Figure 1. Supply network.
Bar = 20 microns. Pins as bars on the die edge.
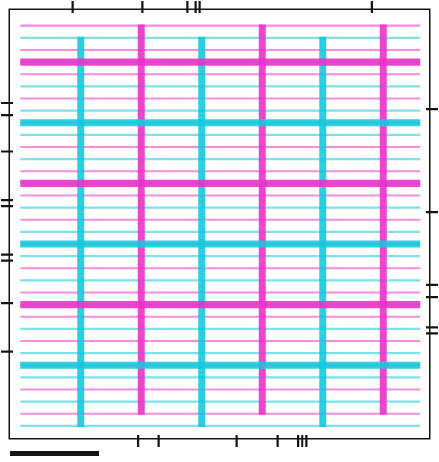
Figure 2. Cells coloured by class.
Bar = 20 microns.
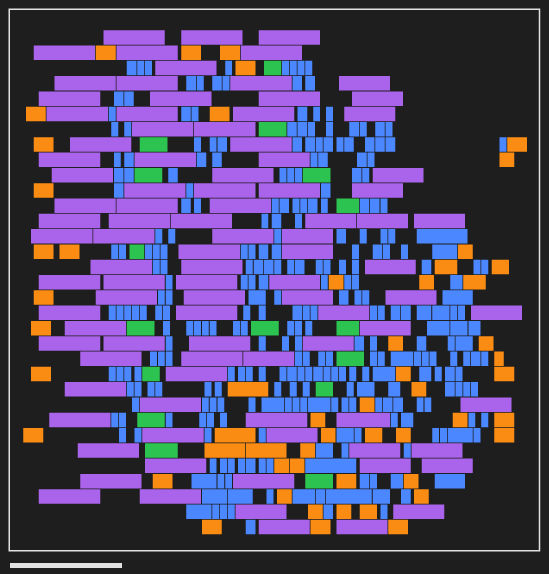
Design sample_serialiser, sky130hd; sources not shown.
==> run notes <==
run metrics: fraction of layout cells with a size suffix above 1 0.151, stage-log warning count 35, R2R depth 9, met1 Use GR 0.242, Post-synth EDFFs 64, Sw Ratio 0.289, XORs/XNORs by Area 0.0105, Top cell excl fill/tap nand2_1, Worst-Margin Slew 0.552 ns, chip area in the Yosys report around 0.0042 sq mm, WP buf/inv 1, Avg Inst Size Synth 10.2 sq um, area post-placement 0.00470 sq mm, Hold Crit Class reg -> reg, DIE WIDTH 94 microns, Worst Path Max Fanout 2, yosys simple share 0.206, setup ws final -0.0965 ns, fa+ha+maj area frac 0.0348, Sink Count 95, ANT nets after route 0, synth cell count leaders 117 x nand2_1, 64 x edfxtp_1, 58 x nor2_1, 31 x dfrtp_1, 28 x inv_1, Max-area cell share 0.460, failing checks negative setup slack, critical path's top delay family simple AND/OR/NAND/NOR gates, slowest CP cell nor3_1, crit share post-route 1.04, clock network power share 0.262, share of total power in combinational logic 0.202, endpoints failing setup 2, Seq/Total Area, Yosys 0.646, Die ar. about 0.009 sq mm, CTS resizes 9, synth unique cells 24, met2 usage 0.307, Sequential Power Share 0.537, worst-skew pair later-pin latency ~0.37 ns, placed cell count 547, YS warnings 0, Clk pin slew, worst setup/hold paths 0.11 ns, Fillers 627, CP Capture Type flip-flop, vias in the first global route 2709, drt wl/cell around 14 microns, CP Launch Type flip-flop, FP Rows 33, port bufs 27, First-pass DRT Iterations 4, top cells, area edfxtp_1 46%, dfrtp_1 19%, nand2_1 11%, Sequential Area 0.00270 sq mm, Synth mux share 0, yosys cell count approximately 400, total clock buffers created by CTS 9, Mapped Nets 440, Async S/R FF share, synth 0.326, Fin. Hold Viols 0, Pint 3.04 mW, logic area 0.00132 sq mm, initial antenna violation count 0, Crit path largest cell delay 0.49 ns, CTS root buffer clkbuf_8, DRC 0, most frequent logic cells in the routed design 115 x nand2_1, 64 x edfxtp_1, 57 x nor2_1, status finished with violations, Crit path arrival time approximately 2.4 ns, Leak Pwr 2.11 nW, CP Cell Sequence nor3_1, nand2_4, nand2_4, ha_4, inv_2, fa_2, a21oi_2, o21ai_2, xor2_1, cell type with the largest total area edfxtp_1, CP Class reg -> reg, GR peak layer met2
## Picture notes: Figure 1
net	colour
VDD	magenta
VSS	cyan
signal pins	28
met4 straps	6
met5 straps	6
Die H: 96 microns
VDD IR-drop max: 525 uV
core area: 0.00805 sq mm

## Picture notes: Figure 2
class	colour	cells	share of their area
other buffers and delay cells	orange	54	11%
all other logic	blue	300	30%
clock drivers and dummy loads	green	16	4.0%
flip-flops	purple	95	55%
final instance area: 0.00500 sq mm
flop share of the area: 0.540
Util after Layout: 0.621

[per-stage QoR]
stage | TNS, ns | setup slack [ns] | total power, mW
2_1_floorplan | -2.09 | -0.0326 | 2.72
3_3_place_gp | -0.154 | -0.110 | 3.12
3_5_place_dp | -0.508 | -0.164 | 3.17
4_1_cts | -0.128 | -0.107 | 4.27
5_1_grt | -2.18 | -0.206 | 4.49
6_report | -0.121 | -0.0965 | 4.28
[area by class of cell]
class | count | area share
Tap cell | 105 | 0.0263
Clock inverter | 7 | 0.0145
Timing Repair Buffer | 54 | 0.104
Clock buffer | 9 | 0.0248
Inverter | 32 | 0.0255
Sequential cell | 95 | 0.540
Multi-Input combinational cell | 268 | 0.264
[per-layer routing]
layer,share of wire,vias up
li1,-,1439
met1,0.46,1353
met2,0.49,48
met3,0.031,9
met4,0.017,0
met5,0,-
[power groups by stage]
| stage | clock (mW) | combinational [mW] | sequential (mW) |
|---|---|---|---|
| finish | 1.12 | 0.863 | 2.30 |
| global route | 1.21 | 0.961 | 2.32 |
| CTS | 1.14 | 0.827 | 2.30 |
| detailed placement | 0 | 0.834 | 2.33 |
| global placement | 0 | 0.799 | 2.32 |
| floorplan | 0 | 0.370 | 2.35 |
[worst reg2reg max path: cells and delay by family, from the launching register on]
kind,cells,cell delay (ns)
flops,1,0.39
simple gates,3,0.69
fa+ha+maj,2,0.54
xor+xnor,1,0.14
buf+inv,1,0.04
compound gates,2,0.23
[logic make-up (layout without fill, tap and decap cells)]
logic type	count (synthesis)	in the layout
buffers and inverters	46	102
XOR/XNOR	5	5
AND/OR/NAND/NOR	210	210
adder cells (fa/ha/maj)	11	11
AND-OR/OR-AND	42	42
flip-flops	95	95
Power is estimated from default activity; no workload was simulated.
